===== config.mk =====
export PLATFORM = sky130hd
export DESIGN_NAME = pipe_skid_stage
export DESIGN_NICKNAME = d
export VERILOG_FILES = /design/src/rtl/pipe_pkg.sv /design/src/rtl/pipe_sat_counter.sv /design/src/rtl/pipe_skid_stage.sv
export SDC_FILE = /design/constraint.sdc
export NUM_CORES = 1
export LEC_CHECK = 0
export ABC_AREA = 1
export ABC_CLOCK_PERIOD_IN_PS = 2100
export CAP_MARGIN = 25
export CORE_MARGIN = 2
export CORE_UTILIZATION = 40
export DETAILED_ROUTE_END_ITERATION = 8
export PLACE_DENSITY = 0.64
export SLEW_MARGIN = 20
export SYNTH_ARGS = -nofsm -noshare
export SYNTH_HDL_FRONTEND = slang
export SYNTH_HIERARCHICAL = 1
export SYNTH_SLANG_ARGS = --single-unit

===== constraint.sdc =====
create_clock -name clk -period 2.1 [get_ports clk]
set_clock_uncertainty 0.15 [all_clocks]
set_input_delay 0.21 -clock clk [delete_from_list [all_inputs] [get_ports clk]]
set_output_delay 0.21 -clock clk [all_outputs]
set_load 0.03 [all_outputs]

===== src/rtl/pipe_pkg.sv =====
// Shared pipeline payload layout: field widths, bit offsets and control-bit positions.
// Stages stay payload-agnostic and size themselves from STAGE_WIDTH.
package pipe_pkg;

  localparam int XLEN        = 32;
  localparam int VPC_BITS    = 20;
  localparam int RD_BITS     = 5;
  localparam int ALU_OP_BITS = 4;
  localparam int CTRL_BITS   = 3;

  // Fields are packed LSB-first: ctrl, aluOp, rd, vpc, result.
  localparam int CTRL_LSB   = 0;
  localparam int ALU_OP_LSB = CTRL_LSB + CTRL_BITS;
  localparam int RD_LSB     = ALU_OP_LSB + ALU_OP_BITS;
  localparam int VPC_LSB    = RD_LSB + RD_BITS;
  localparam int XLEN_LSB   = VPC_LSB + VPC_BITS;

  localparam int STAGE_WIDTH = XLEN_LSB + XLEN;

  localparam int CTRL_IS_BRANCH = 0;
  localparam int CTRL_WB_EN     = 1;
  localparam int CTRL_MEM_EN    = 2;

  typedef struct packed {
    logic [XLEN-1:0]        result;
    logic [VPC_BITS-1:0]    vpc;
    logic [RD_BITS-1:0]     rd;
    logic [ALU_OP_BITS-1:0] aluOp;
    logic [CTRL_BITS-1:0]   ctrl;
  } stage_fields_t;

endpackage


===== src/rtl/pipe_sat_counter.sv =====
// Saturating up-counter used for the stage's stall and bubble statistics.
module pipe_sat_counter #(
  parameter int CNT_BITS = 16
) (
  input  logic                clk,
  input  logic                rst,
  input  logic                inc,
  output logic [CNT_BITS-1:0] count
);

  logic [CNT_BITS-1:0] count_q;
  logic [CNT_BITS-1:0] count_d;

  // Sticks at all-ones instead of wrapping.
  always_comb begin
    count_d = count_q;
    if (inc && (count_q != '1)) begin
      count_d = count_q + CNT_BITS'(1);
    end
  end

  always_ff @(posedge clk) begin
    if (rst) begin
      count_q <= '0;
    end else begin
      count_q <= count_d;
    end
  end

  assign count = count_q;

endmodule


===== src/rtl/pipe_skid_stage.sv =====
// Two-entry skid-buffered pipeline stage with hold (stall), flush (kill) and
// saturating stall/bubble counters. Entry order is strictly FIFO: main, then skid.
module pipe_skid_stage
  import pipe_pkg::*;
#(
  parameter int WIDTH       = STAGE_WIDTH,
  parameter bit ZERO_BUBBLE = 1'b1,
  parameter int CNT_BITS    = 16
) (
  input  logic                clk,
  input  logic                rst,
  input  logic                in_valid,
  input  logic [WIDTH-1:0]    in_data,
  output logic                in_ready,
  output logic                out_valid,
  output logic [WIDTH-1:0]    out_data,
  input  logic                out_ready,
  input  logic                hold,
  input  logic                flush,
  output logic [CNT_BITS-1:0] stall_cnt,
  output logic [CNT_BITS-1:0] bubble_cnt
);

  logic             mainValid_q, mainValid_d;
  logic [WIDTH-1:0] mainData_q,  mainData_d;
  logic             skidValid_q, skidValid_d;
  logic [WIDTH-1:0] skidData_q,  skidData_d;

  logic accept;
  logic consume;

  // Ready is purely combinational from the skid flag so upstream sees a full skid immediately.
  assign in_ready = !skidValid_q && !hold && !flush;
  assign accept   = in_valid && in_ready;
  assign consume  = mainValid_q && out_ready;

  always_comb begin
    mainValid_d = mainValid_q;
    mainData_d  = mainData_q;
    skidValid_d = skidValid_q;
    skidData_d  = skidData_q;

    if (flush) begin
      mainValid_d = 1'b0;
      skidValid_d = 1'b0;
      if (ZERO_BUBBLE) begin
        mainData_d = '0;
        skidData_d = '0;
      end
    end else if (!mainValid_q || consume) begin
      // Main is free this cycle: the skid entry is older than anything arriving now.
      if (skidValid_q) begin
        mainValid_d = 1'b1;
        mainData_d  = skidData_q;
        skidValid_d = 1'b0;
        if (ZERO_BUBBLE) begin
          skidData_d = '0;
        end
      end else if (accept) begin
        mainValid_d = 1'b1;
        mainData_d  = in_data;
      end else begin
        mainValid_d = 1'b0;
        if (ZERO_BUBBLE) begin
          mainData_d = '0;
        end
      end
    end else if (accept) begin
      skidValid_d = 1'b1;
      skidData_d  = in_data;
    end
  end

  always_ff @(posedge clk) begin
    if (rst) begin
      mainValid_q <= 1'b0;
      mainData_q  <= '0;
      skidValid_q <= 1'b0;
      skidData_q  <= '0;
    end else begin
      mainValid_q <= mainValid_d;
      mainData_q  <= mainData_d;
      skidValid_q <= skidValid_d;
      skidData_q  <= skidData_d;
    end
  end

  assign out_valid = mainValid_q;
  assign out_data  = mainData_q;

  logic stallInc;
  logic bubbleInc;

  assign stallInc  = mainValid_q && !out_ready;
  assign bubbleInc = !mainValid_q;

  pipe_sat_counter #(.CNT_BITS(CNT_BITS)) uStallCnt (
    .clk   (clk),
    .rst   (rst),
    .inc   (stallInc),
    .count (stall_cnt)
  );

  pipe_sat_counter #(.CNT_BITS(CNT_BITS)) uBubbleCnt (
    .clk   (clk),
    .rst   (rst),
    .inc   (bubbleInc),
    .count (bubble_cnt)
  );

endmodule


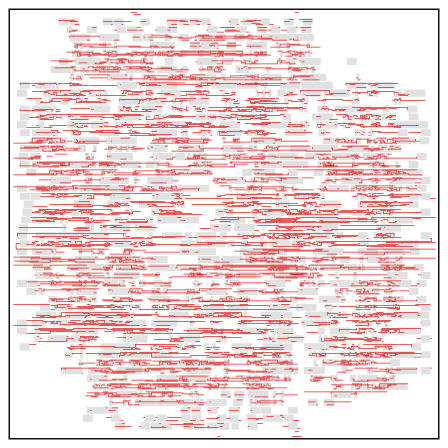
Figure 1: M1 wires.
Cells faint in the background.
longest straight run: 40.9 µm
nets with wire on the layer: 1293
wire length on this layer: 10600 µm
Vias: 8273
wire length after detailed routing: 23400 µm
global-route track usage on met1: 29.0%

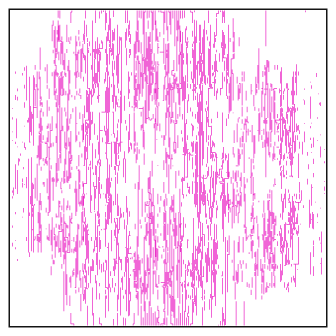
Figure 2: the metal 2 layer.
longest straight run: 59.3 µm
main direction: vertical
share of all routed wire: 46%
wire length on this layer: 10900 µm
met2 Usage GRT: 35.4%

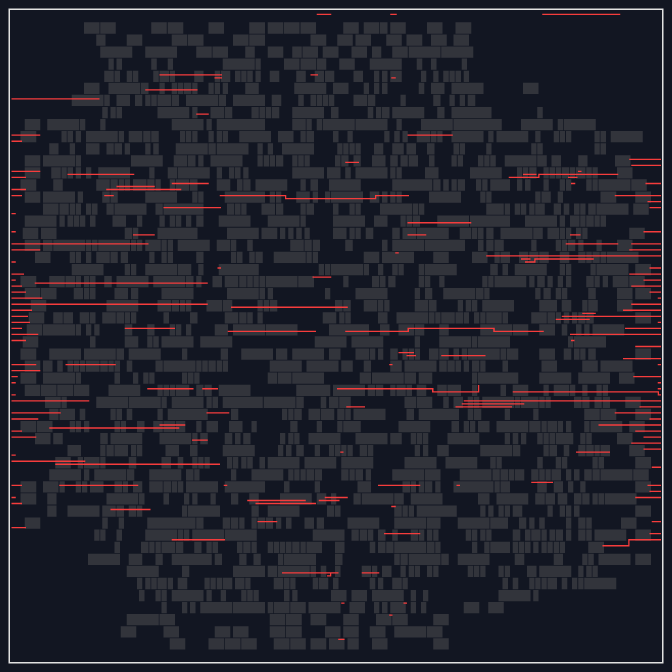
Figure 3: the metal 3 layer.
Cells faint in the background.
main direction: horizontal
wire length on this layer: 1320 µm
nets with wire on the layer: 134
share of all routed wire: 5.6%
Global Route met3 Usage: 4.19%

==> run notes <==
run results: run status=completed, overall die area=21600 µm², endpoint required time on the critical path=1.74 ns, chip area from the yosys synthesis statistics=8160 µm², antenna violations before repair=0, num rows=52, final setup margin=0.171 ns, number of buffers and inverters on the critical path=1, Synth Net Count=1304, Most common reg cell=sky130_fd_sc_hd__dfxtp_1, met1 wire length=10600 µm, amount of wire on met3 after detailed routing=1320 µm, Global Route Usage Sum=21.9%, dominant power group=clock, vertical extent of the die=147 µm, net switching share of the total power=24.1%, fraction of standard cell area in multi-input logic=38.8%, cts repair resizes=0, proportion of register bits with asynchronous set or reset after synthesis=0%, leakage power=4.15 nW, number of iterations in the first detailed-routing pass=7, number of setup violations in the final report=0, Layout Area Growth over Synthesis=32.3%, wire length on met2=10900 µm, total area of sequential cells=3240 µm², area after detailed placement=10200 µm², number of CTS-inserted buffers=17, Synth cell types=23, Die X=147 µm, number of instances in the placed design=1613, utilization after layout=53.7%, Int Power=5.19 mW, Synth Seq Share=39.7%, Data buffer area share=19.3%, buffers added on ports=167, combinational group power=0.504 mW, total negative slack for setup checks=0 ns, simple-gate share of the synthesized area=43.5%, first-pass GRT wire length=38700 µm, tap cell instance count=270, CTS sink count=162, share of synthesized area spent on multiplexers=0%, worst hold-check slack=0.258 ns, final-stage net count=1434, startpoint of the worst-slack reg-to-reg timing path=out_valid, XOR/XNOR Area Share=0%, top metal layer carrying routed signals=met4, number of inverters outside the clock class in the layout=89, worst flop-to-flop path endpoint=out_data[45], Adder Share, Synth=0.307%, post-route antenna net violation count=0, TritonCTS clock tree=done, number of slew-limit violations in the final report=0, fraction of area in registers=30.0%, slowest cell on the critical path=sky130_fd_sc_hd__clkdlybuf4s50_1, sequential power=3.11 mW, cell family contributing the most delay on the critical path=buffers and inverters, dominant kind of combinational cell=simple AND/OR/NAND/NOR gates, DRC violations left=0, via count of the first global-routing pass=7646, Initial Utilization=40.6%, maximum clock rate=518 MHz, ratio of cells with drive above 1 in the final layout=11.2%, cell depth of the worst flop-to-flop path=7, minimum setup slack among reg-to-reg paths=0.39 ns, Routability Congestion=0.894, P per Cell Area=634 nW/µm², clock-pin slew reported for the worst setup and hold paths after clock tree synthesis=0.06 ns, Largest stage delay, worst path=0.71 ns, Synth area leader=sky130_fd_sc_hd__dfxtp_1, min-delay worst type=primary input to flop, sum of net half-perimeters after detailed placement=15200 µm
## worst min-delay path by stage
| stage | from | endpoint | cells past startpoint |
|---|---|---|---|
| final | in_valid | skidValid_q | 4 |
| after global routing | in_valid | skidValid_q | 4 |
| after floorplan | in_data[63] | skidData_q[63] | 2 |
| after detailed placement | uStallCnt/count[1] | uStallCnt/count[1] | 2 |
| after CTS | in_valid | skidValid_q | 4 |
| after global placement | uBubbleCnt/count[14] | uBubbleCnt/count[14] | 2 |
## logic make-up (layout without fill, tap and decap cells)
group / Yosys count / after routing
compound gates: 80 / 80
fa+ha+maj: 2 / 2
buf+inv: 176 / 319
simple gates: 812 / 812
flops: 162 / 162
No activity file was given, so power comes from the tool's default toggle rates.
